[config.mk]
export PLATFORM = sky130hd
export DESIGN_NAME = inst_fifo
export DESIGN_NICKNAME = d
export VERILOG_FILES = /design/src/rtl/inst_fifo.sv
export SDC_FILE = /design/constraint.sdc
export NUM_CORES = 2
export LEC_CHECK = 0
export CAP_MARGIN = 20
export CELL_PAD_IN_SITES_DETAIL_PLACEMENT = 0
export CELL_PAD_IN_SITES_GLOBAL_PLACEMENT = 1
export CORE_ASPECT_RATIO = 1.1
export CORE_UTILIZATION = 55
export CTS_BUF_LIST = sky130_fd_sc_hd__clkbuf_4 sky130_fd_sc_hd__clkbuf_8
export CTS_CLUSTER_DIAMETER = 100
export CTS_CLUSTER_SIZE = 16
export DETAILED_ROUTE_END_ITERATION = 8
export GPL_TIMING_DRIVEN = 0
export PLACE_DENSITY = 0.95
export SYNTH_ARGS = -nofsm -noshare
export SYNTH_HDL_FRONTEND = slang
export SYNTH_SLANG_ARGS = --single-unit
[constraint.sdc]
create_clock -name clk -period 11.95 [get_ports clk]
set_input_delay 2.39 -clock clk [delete_from_list [all_inputs] [get_ports clk]]
set_output_delay 2.39 -clock clk [all_outputs]
set_load 0.01 [all_outputs]
[src/rtl/inst_fifo.sv]
// Dual-issue instruction queue between fetch and decode: up to two pushes and two pops per cycle,
// first-word fall-through on the two head entries, flush on redirect.
module inst_fifo #(
    parameter int DEPTH = 16
) (
    input  logic                       clk,
    input  logic                       rst,
    input  logic                       flush,
    input  logic                       write_en1,
    input  logic                       write_en2,
    input  logic [31:0]                write_pc1,
    input  logic [31:0]                write_pc2,
    input  logic [31:0]                write_inst1,
    input  logic [31:0]                write_inst2,
    input  logic [2:0]                 write_flags1,
    input  logic [2:0]                 write_flags2,
    input  logic                       read_en1,
    input  logic                       read_en2,
    output logic                       inst1_valid,
    output logic                       inst2_valid,
    output logic [31:0]                inst1_pc,
    output logic [31:0]                inst1_inst,
    output logic [2:0]                 inst1_flags,
    output logic [31:0]                inst2_pc,
    output logic [31:0]                inst2_inst,
    output logic [2:0]                 inst2_flags,
    output logic                       fifo_full,
    output logic                       fifo_empty,
    output logic [$clog2(DEPTH):0]     o_dbg_count,
    output logic [$clog2(DEPTH)-1:0]   o_dbg_rptr,
    output logic [$clog2(DEPTH)-1:0]   o_dbg_wptr
);
    localparam int AW = $clog2(DEPTH);
    localparam int CW = AW + 1;

    // Handshake: a slot is pushed when its write_en is high and space remains at the start of
    // the cycle; a head entry is consumed when its read_en is high and the matching valid is 1.

    logic [31:0]   r_pc    [DEPTH];
    logic [31:0]   r_inst  [DEPTH];
    logic [2:0]    r_flags [DEPTH];
    logic [AW-1:0] r_rptr;
    logic [AW-1:0] r_wptr;
    logic [CW-1:0] r_count;

    logic [CW-1:0] w_free;
    logic [CW-1:0] w_nw_req;
    logic [CW-1:0] w_nr_req;
    logic [CW-1:0] w_nw;
    logic [CW-1:0] w_nr;
    logic [AW-1:0] w_rptr1;
    logic [AW-1:0] w_wptr1;

    always_comb begin
        w_free   = CW'(DEPTH) - r_count;
        w_nw_req = write_en1 ? (write_en2 ? CW'(2) : CW'(1)) : CW'(0);
        w_nr_req = read_en1  ? (read_en2  ? CW'(2) : CW'(1)) : CW'(0);
        // Space is judged before this cycle's pops; slot 2 is the first to be dropped.
        w_nw     = (w_nw_req > w_free)  ? w_free  : w_nw_req;
        w_nr     = (w_nr_req > r_count) ? r_count : w_nr_req;
        w_rptr1  = r_rptr + AW'(1);
        w_wptr1  = r_wptr + AW'(1);
    end

    always_ff @(posedge clk) begin
        if (!flush && w_nw >= CW'(1)) begin
            r_pc[r_wptr]    <= write_pc1;
            r_inst[r_wptr]  <= write_inst1;
            r_flags[r_wptr] <= write_flags1;
        end
        if (!flush && w_nw == CW'(2)) begin
            r_pc[w_wptr1]    <= write_pc2;
            r_inst[w_wptr1]  <= write_inst2;
            r_flags[w_wptr1] <= write_flags2;
        end
    end

    always_ff @(posedge clk or negedge rst) begin
        if (!rst) begin
            r_rptr  <= '0;
            r_wptr  <= '0;
            r_count <= '0;
        end else if (flush) begin
            r_rptr  <= '0;
            r_wptr  <= '0;
            r_count <= '0;
        end else begin
            r_rptr  <= r_rptr + w_nr[AW-1:0];
            r_wptr  <= r_wptr + w_nw[AW-1:0];
            r_count <= r_count + w_nw - w_nr;
        end
    end

    always_comb begin
        inst1_valid = (r_count >= CW'(1));
        inst2_valid = (r_count >= CW'(2));
        fifo_empty  = (r_count == '0);
        fifo_full   = (r_count >= CW'(DEPTH - 1));
        inst1_pc    = r_pc[r_rptr];
        inst1_inst  = r_inst[r_rptr];
        inst1_flags = r_flags[r_rptr];
        inst2_pc    = r_pc[w_rptr1];
        inst2_inst  = r_inst[w_rptr1];
        inst2_flags = r_flags[w_rptr1];
        o_dbg_count = r_count;
        o_dbg_rptr  = r_rptr;
        o_dbg_wptr  = r_wptr;
    end
endmodule

==> summary.txt <==
Implementation status.

- In this run the power density over the cells is 193 nW/µm².
- The critical path starts at o_dbg_rptr[1].
- The total met3 wirelength after detailed routing is 31800 µm.
- The met3 capacity usage during global routing is 0.114.
- The maximum vdd drop is 0.000142 V.
- The relative contribution of combinational cells to total power is 0.530.
- Once the clock tree was built, the resizer swapped 0 gates to a different size.
- The DRC violation total left in the routed layout is recorded as 0.
- The post-route utilization of the core is recorded as 0.624.
- The global-route layer with the greatest usage is met2.
- The kind of launch point of the worst setup path is a flop.
- The storage element area is 32500 µm².
- The synthesized cell area is 63200 µm².
- In this run the clock root is driven by a sky130_fd_sc_hd__clkbuf_8.
- The number of buffers created by CTS is 77.
- The number of design-rule violations left by the first detailed-router iteration is 6469.
- The synthesized netlist was found by Yosys to have 3438 cells.
- The first global-routing pass estimated 292000 µm of wire.
- The instance area at placement is 69900 µm².
- The script computed the net switching share of total power as 0.368.
- The cell depth of the worst flop-to-flop path is 15.
- The count of multi-input gates is 1926.
- The share of Yosys cell area claimed by the top area cell type is 0.509.
- The power in combinational cells is 0.00728 W.
- The capturing instance or port of the critical path is inst1_inst[2].
- Summing over the stages, the warning tally comes to 30.
- The post-route report lists met1 wire length as 69000 µm.
- The total global routing overflow is 0.
- The leading power group is combinational cells.
- Among all stages on the critical path, the largest delay is contributed by sky130_fd_sc_hd__clkbuf_1.
- The met1 layer usage reported by global route is 0.456.
- The biggest area contributor in the post-synthesis netlist is sky130_fd_sc_hd__edfxtp_1.
- The clock transition at the registers of the reported paths is 0.11 ns.
- The sequential cell count is 1085.
- The sink of the worst hold path is o_dbg_count[4].
- STA on the placed design reports a worst setup slack of 3.85 ns.
- The data required time of the worst path is 9.56 ns.
- The via count of the first global-routing pass is 41000.
- In the synthesis report, Yosys lists the chip area as 63200 µm².
- The clock group share of total power is 0.136.
- The total internal power is 0.00868 W.
- On the worst path, the slowest cell contributes a delay of 1.03 ns.
- The total number of yosys warnings is 0.
- The proportion of layout cells with a drive suffix above 1 is 0.472.
- After the last flow step, the layout net total stands at 4078.
- The final number of hold-violating endpoints is 0.
- The power report lists the sequential group at 0.00458 W.
- Of the total power, registers draw 0.334.
- The worst hold-check slack is 0.700 ns.
- The H-tree was split into 3 levels.
- The highest metal layer with signal wires is met5.
- The area of combinational cells with multiple inputs is 28800 µm².
- The maximum root-to-sink buffer count is 3.
- The flow ran to the end, and the final reports show no timing, DRC or antenna violations.
- Once detail routing completed, the nets flagged for antenna violations numbered 0.
- The share of the yosys chip area belonging to registers is 0.514.
- The critical path depth is 6.
- The floorplan-stage core utilization is 0.554.
- The number of setup buffers added after CTS is 0.
- The final weighted congestion of routability-driven global placement is 0.879.
- The via-per-instance ratio is 7.46.
- The signal on the critical path passes through clkbuf_1 > clkbuf_1 > clkbuf_1 > mux4_2 > mux4_2 > clkdlybuf4s50_1.
- The top flip-flop cell by instance count after synthesis is sky130_fd_sc_hd__edfxtp_1.
- The sink count of the clock tree is 1085.
- The share of the cycle needed by the critical path after routing is 0.683.
- The startpoint of the worst register-to-register path is o_dbg_count[0].
- The synthesized design contains 1072 enable-type register cells.
- In this run the critical register-to-register path is captured at r_pc[4][14].
- The number of antenna violations at the first check in global routing was 20.
- Per the skew report, the later register of the worst-skew pair sees a clock latency of 0.83 ns.
- Measured against its own limit, the worst slew margin works out to 0.0581.
- In this run the worst path has a maximum fanout of 10.
- By count the netlist is led by 1072 x sky130_fd_sc_hd__edfxtp_1, 784 x sky130_fd_sc_hd__mux2_2, 670 x sky130_fd_sc_hd__mux4_2, 289 x sky130_fd_sc_hd__mux2_1, 220 x sky130_fd_sc_hd__clkbuf_1.
- The path class of the lowest-slack min-delay path is flop to flop.
- The number of clock buffers in the layout is 87.
- The completed layout was analyzed and its total power is 0.0137 W.
- The layout buffer count excluding clock buffers is 802.
- The global-route track usage on met2 is 0.545.
- In this run, distinct cell masters in the synthesized netlist total 41.
- The count of fill cells added during filler insertion is 7859.
- The largest registers in the layout are r_inst x512, r_pc x512, r_flags x48.
- The library cell appearing most often on the critical path is sky130_fd_sc_hd__clkbuf_1.
[placed cells by master, fill, tap and decap left out, drive strengths merged, types with 7 or more instances in the layout]
master         instances
edfxtp              1072
dfrtp                 13
diode                 10
clkbuf               307
ha                    23
o21bai                11
clkdlybuf4s50        291
inv                   19
nor3                  22
mux2                1084
nor4                   7
buf                  291
xor2                   7
nor2                  16
mux2i                 10
a21oi                  8
or3                   12
mux4                 670
[cell families (layout without fill, tap and decap cells)]
logic type                 count (synthesis)  after routing  share of synthesized area
muxes                                   1764           1764                      0.434
DFF                                     1085           1085                      0.514
buffers and inverters                    430            912                     0.0331
and+or+nand+nor                           86             86                    0.00734
AOI/OAI and AO/OA                         35             35                    0.00392
adders and majority gates                 27             27                    0.00582
xor gates and xnor gates                  10             10                    0.00139
other                                      1             14                  0.0000593
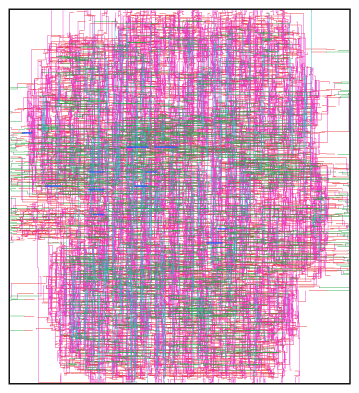
*Signal wires by layer*
Key: magenta = M2 [wire length 95.2 mm]; green = M3 [wire length 31.8 mm]; blue = M5 [wire length 139 µm]; red = M1 [wire length 69.0 mm]; cyan = M4 [wire length 13700 µm]
via count: 40600
Routed Wire Length: 210000 µm
Routed wire per std cell: 38.5 µm
total global-route track usage: 0.358

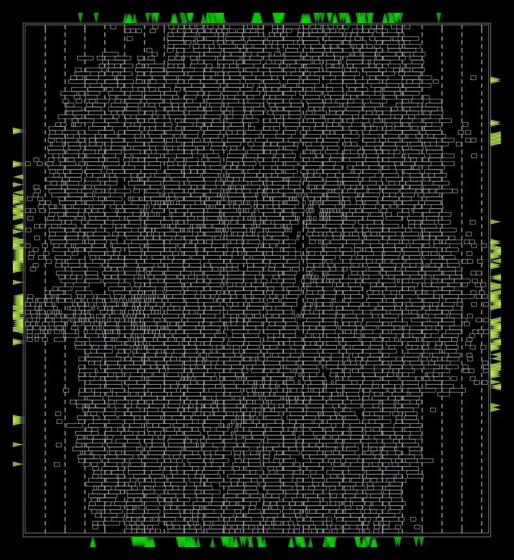
*Placed standard cells*
non-filler instance count after layout: 5451
inserted tap cell count: 1518
number of core rows: 130

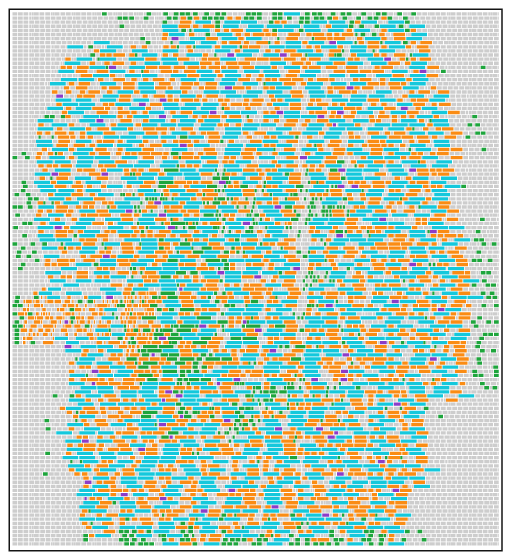
*Cells colored by class*
Fill, decap, tap and diode cells in gray.
Key: green = remaining buffers and delay cells [cells 802, share of their area 9.7%]; cyan = sequential cells [cells 1085, share of their area 47%]; purple = clock drivers and dummy loads [cells 92, share of their area 1.7%]; orange = remaining logic cells [cells 1944, share of their area 42%]
sequential portion of the cell area: 0.457
Design Area, Final: 71200 µm²

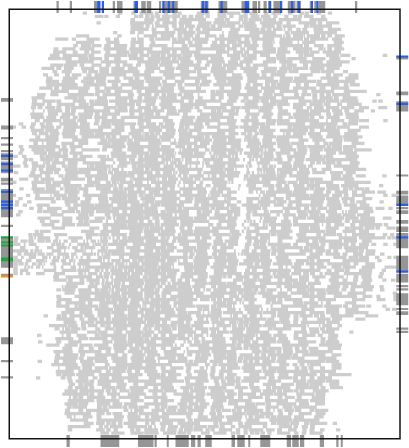
*Pin map*
Pins as bars across the die edge, other pins in gray.
Key: orange = read_en1 [pins 1, direction input, edge left]; green = o_dbg_count [pins 5, direction output, edge left]; blue = inst1_inst [pins 32, direction output, edge 20 top, 7 left, 5 right]
All pins by edge: 81 top, 80 bottom, 66 left, 65 right.
port buffer count: 291
die extent in y: 358 µm
Chip Width: 325 µm

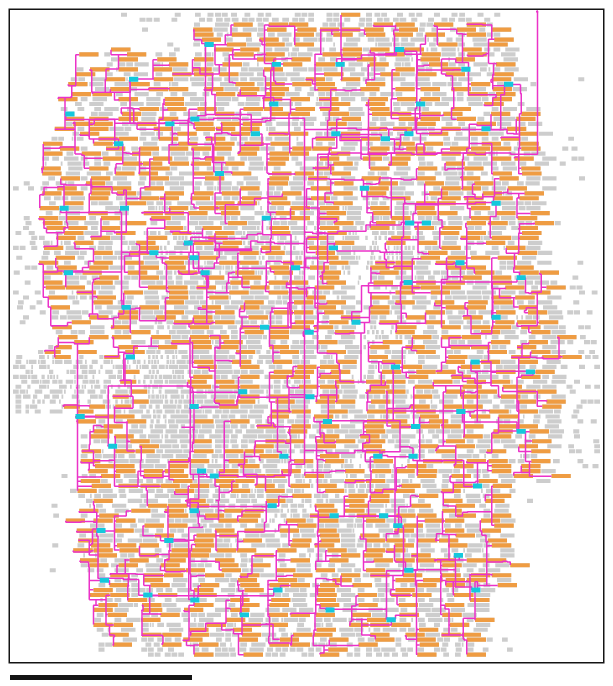
*Clock network drawn from the DEF*
The bar under the picture is 100 µm long.
Key: magenta = clock wires [length 12800 µm]; cyan = clock-net drivers [count 77]; orange = flip-flops [count 1085]
Position of the flops: all over the die. There are 78 routed clock nets.

Power is estimated from default activity; no workload was simulated.
